--- src/rtl/sprite_rom_arbiter.sv ---
// Sprite ROM arbiter: shares one synchronous ROM among NUM_REQ readers, display port 0 first,
// game ports round-robin with a starvation override; returned data is tagged back to its issuer.
module sprite_rom_arbiter #(
    parameter int NUM_REQ    = 4,
    parameter int ADDR_W     = 10,
    parameter int DATA_W     = 4,
    parameter int ROM_LAT    = 1,
    parameter int STARVE_MAX = 16
) (
    input  logic                      vga_clk,
    input  logic                      reset,
    input  logic [NUM_REQ-1:0]        req,
    input  logic [NUM_REQ*ADDR_W-1:0] addr,
    output logic [NUM_REQ-1:0]        gnt,
    output logic [NUM_REQ-1:0]        rd_valid,
    output logic [DATA_W-1:0]         rd_data,
    output logic [ADDR_W-1:0]         rom_address,
    input  logic [DATA_W-1:0]         rom_q
);

    localparam int PTR_W = $clog2(NUM_REQ);
    localparam int CNT_W = (STARVE_MAX > 0) ? $clog2(STARVE_MAX + 1) : 1;
    localparam logic [CNT_W-1:0] CNT_MAX = CNT_W'(STARVE_MAX);

    logic [PTR_W-1:0]   rr_ptr;
    logic [CNT_W-1:0]   starve_cnt;
    logic [PTR_W-1:0]   rr_port;
    logic               rr_hit;
    logic               rr_win;
    logic               lower_req;
    logic               override;
    logic [ADDR_W-1:0]  win_addr;
    logic [NUM_REQ-1:0] vld_p [ROM_LAT+1];

    function automatic logic [CNT_W-1:0] sat_inc(input logic [CNT_W-1:0] v);
        return (v >= CNT_MAX) ? CNT_MAX : v + 1'b1;
    endfunction

    function automatic logic [PTR_W-1:0] ptr_next(input logic [PTR_W-1:0] k);
        return (k == PTR_W'(NUM_REQ - 1)) ? PTR_W'(1) : k + 1'b1;
    endfunction

    assign lower_req = |req[NUM_REQ-1:1];
    assign override  = (STARVE_MAX > 0) && (starve_cnt == CNT_MAX) && lower_req;

    // Round-robin search over ports 1..NUM_REQ-1 starting at rr_ptr
    always_comb begin
        int idx;
        idx     = 0;
        rr_hit  = 1'b0;
        rr_port = '0;
        for (int j = 0; j < NUM_REQ - 1; j++) begin
            idx = int'(rr_ptr) + j;
            if (idx >= NUM_REQ) idx = idx - (NUM_REQ - 1);
            if (!rr_hit && req[idx]) begin
                rr_hit  = 1'b1;
                rr_port = PTR_W'(idx);
            end
        end
    end

    always_comb begin
        gnt    = '0;
        rr_win = 1'b0;
        if (override) begin
            gnt[rr_port] = 1'b1;
            rr_win       = 1'b1;
        end else if (req[0]) begin
            gnt[0] = 1'b1;
        end else if (rr_hit) begin
            gnt[rr_port] = 1'b1;
            rr_win       = 1'b1;
        end
    end

    always_comb begin
        win_addr = '0;
        for (int i = 0; i < NUM_REQ; i++)
            if (gnt[i]) win_addr = addr[i*ADDR_W +: ADDR_W];
    end

    always_ff @(posedge vga_clk or posedge reset) begin
        if (reset) begin
            rr_ptr     <= PTR_W'(1);
            starve_cnt <= '0;
        end else begin
            if (rr_win)
                rr_ptr <= ptr_next(rr_port);
            if (rr_win || !lower_req)
                starve_cnt <= '0;
            else if (gnt[0])
                starve_cnt <= sat_inc(starve_cnt);
        end
    end

    // Stage p0: issue winning address to the ROM
    always_ff @(posedge vga_clk or posedge reset) begin
        if (reset)
            rom_address <= '0;
        else if (|gnt)
            rom_address <= win_addr;
    end

    // Stages p0..pROM_LAT: grant vector follows the read through the ROM
    always_ff @(posedge vga_clk or posedge reset) begin
        if (reset) begin
            for (int s = 0; s <= ROM_LAT; s++) vld_p[s] <= '0;
        end else begin
            vld_p[0] <= gnt;
            for (int s = 1; s <= ROM_LAT; s++) vld_p[s] <= vld_p[s-1];
        end
    end

    assign rd_valid = vld_p[ROM_LAT];
    assign rd_data  = rom_q;

endmodule
--- config.mk ---
export PLATFORM = sky130hd
export DESIGN_NAME = sprite_rom_arbiter
export DESIGN_NICKNAME = d
export VERILOG_FILES = /design/src/rtl/sprite_rom_arbiter.sv
export SDC_FILE = /design/constraint.sdc
export NUM_CORES = 1
export LEC_CHECK = 0
export CAP_MARGIN = 25
export CORE_MARGIN = 2
export CORE_UTILIZATION = 38
export DETAILED_ROUTE_END_ITERATION = 7
export GPL_ROUTABILITY_DRIVEN = 0
export PLACE_DENSITY = 0.76
export REMOVE_ABC_BUFFERS = 1
export SETUP_SLACK_MARGIN = 0.3
export SLEW_MARGIN = 10
export SYNTH_ARGS = -nofsm -noshare
export SYNTH_HDL_FRONTEND = slang
export SYNTH_SLANG_ARGS = --single-unit
--- constraint.sdc ---
create_clock -name vga_clk -period 3.1 [get_ports vga_clk]
set_input_delay 0.465 -clock vga_clk [delete_from_list [all_inputs] [get_ports vga_clk]]
set_output_delay 0.465 -clock vga_clk [all_outputs]
set_load 0.005 [all_outputs]
### Cells colored by class

Fill, decap, tap and diode cells in gray.
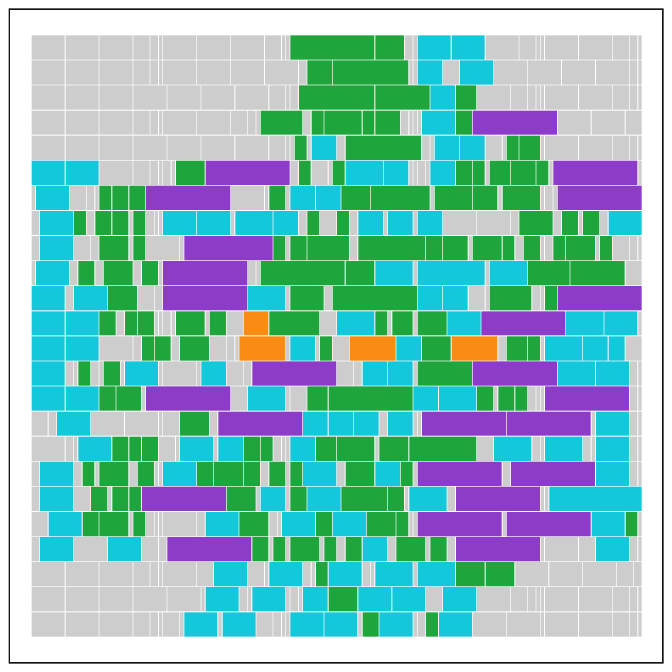
legend:
  cyan:
    class: other buffers and delay cells
    cells: 110
    share_of_their_area: 38%
  green:
    class: all other logic
    cells: 143
    share_of_their_area: 38%
  orange:
    class: clock drivers and dummy loads
    cells: 4
    share_of_their_area: 1.7%
  purple:
    class: flip-flops
    cells: 25
    share_of_their_area: 22%
post-route design area: 2890 sq um
final core utilization: 0.668
Placement Rows: 24
core area: 4320 sq um

### Metal 1

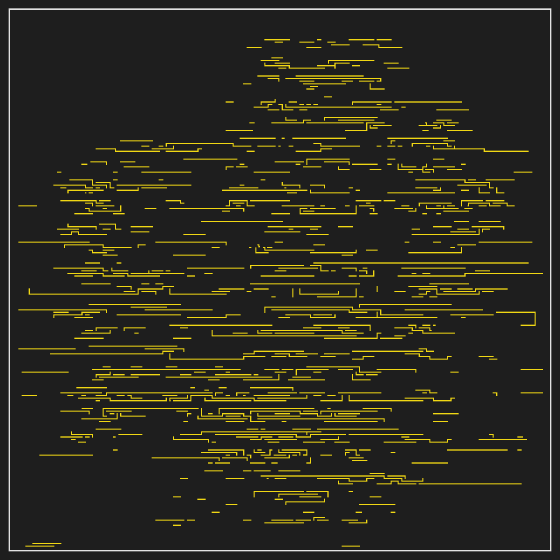
main direction: horizontal
longest straight run: 28.1 microns
met1 usage: 0.264
Vias: 1,783
Total Wirelength: 5.14 mm

### Routed metal per tile

Scale bar: 20 microns. 14 x 14 tiles, from dark blue (low) to red (high), scaled to the fullest tile. Values are wire area over tile area, all layers added.
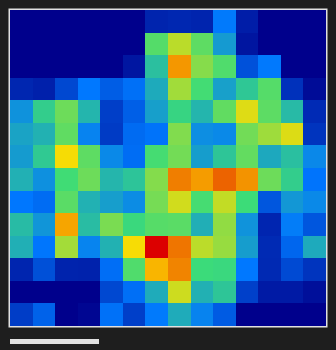
densest ninth of the die: bottom center
nearly empty tiles: 18%
emptiest ninth of the die: upper left
tiles over half the peak: 26%
mean over tiles: 0.16
fullest tile: 0.52
GRT Util Overall: 0.205
DR WL/cell: 15.4 microns

==> flow_metrics.tcl <==
# flow metrics
set metrics [dict create \
    outcome "complete, but fails checks" \
    violations "negative setup slack" \
    setup_ws_ps -186 \
    sh_comb_area 0.352 \
    syn_area_sq_um 1690 \
    nMultiInputCombCells 125 \
    bufAreaShareNonClock 0.368 \
    antenna_cells 0 \
    cp_max_fo 5 \
    logic_area_sq_um 1020 \
    crit_slowest_cell "mux4_2" \
    first_pass_iters 4 \
    mostFrequentLayoutCells "clkdlybuf4s50_1 (59), buf_4 (32), dfrtp_1 (24)" \
    ff_type "dfrtp_1" \
    drive_gt1_frac 0.305 \
    power_w 0.00361 \
    holdBufCountCts 0 \
    internal_power_w 0.00215 \
    setup-violations-final 15 \
    maxSlewViolCount 0 \
    holdPathEnd "rd_valid[0]$_DFF_PP0_" \
    clockBufferCount 3 \
]
## metrics by stage
step | util | setup WS (ps) | cell area [sq um] | cells | setup TNS (ps)
4_1_cts | 0.657 | -126 | 2840 | 331 | -1280
2_1_floorplan | - | -330 | 1570 | 168 | -3090
6_report | 0.668 | -186 | 2890 | 334 | -1910
3_5_place_dp | 0.574 | -308 | 2480 | 312 | -4000
3_3_place_gp | 0.574 | -228 | 2480 | 312 | -2810
5_1_grt | 0.668 | -296 | 2890 | 334 | -3470
## state kept, by name, indices dropped and copies added, names as in the netlist
name	count
rom_address	10
rr_ptr	2
vld_p	4
rd_valid	4
starve_cnt	5
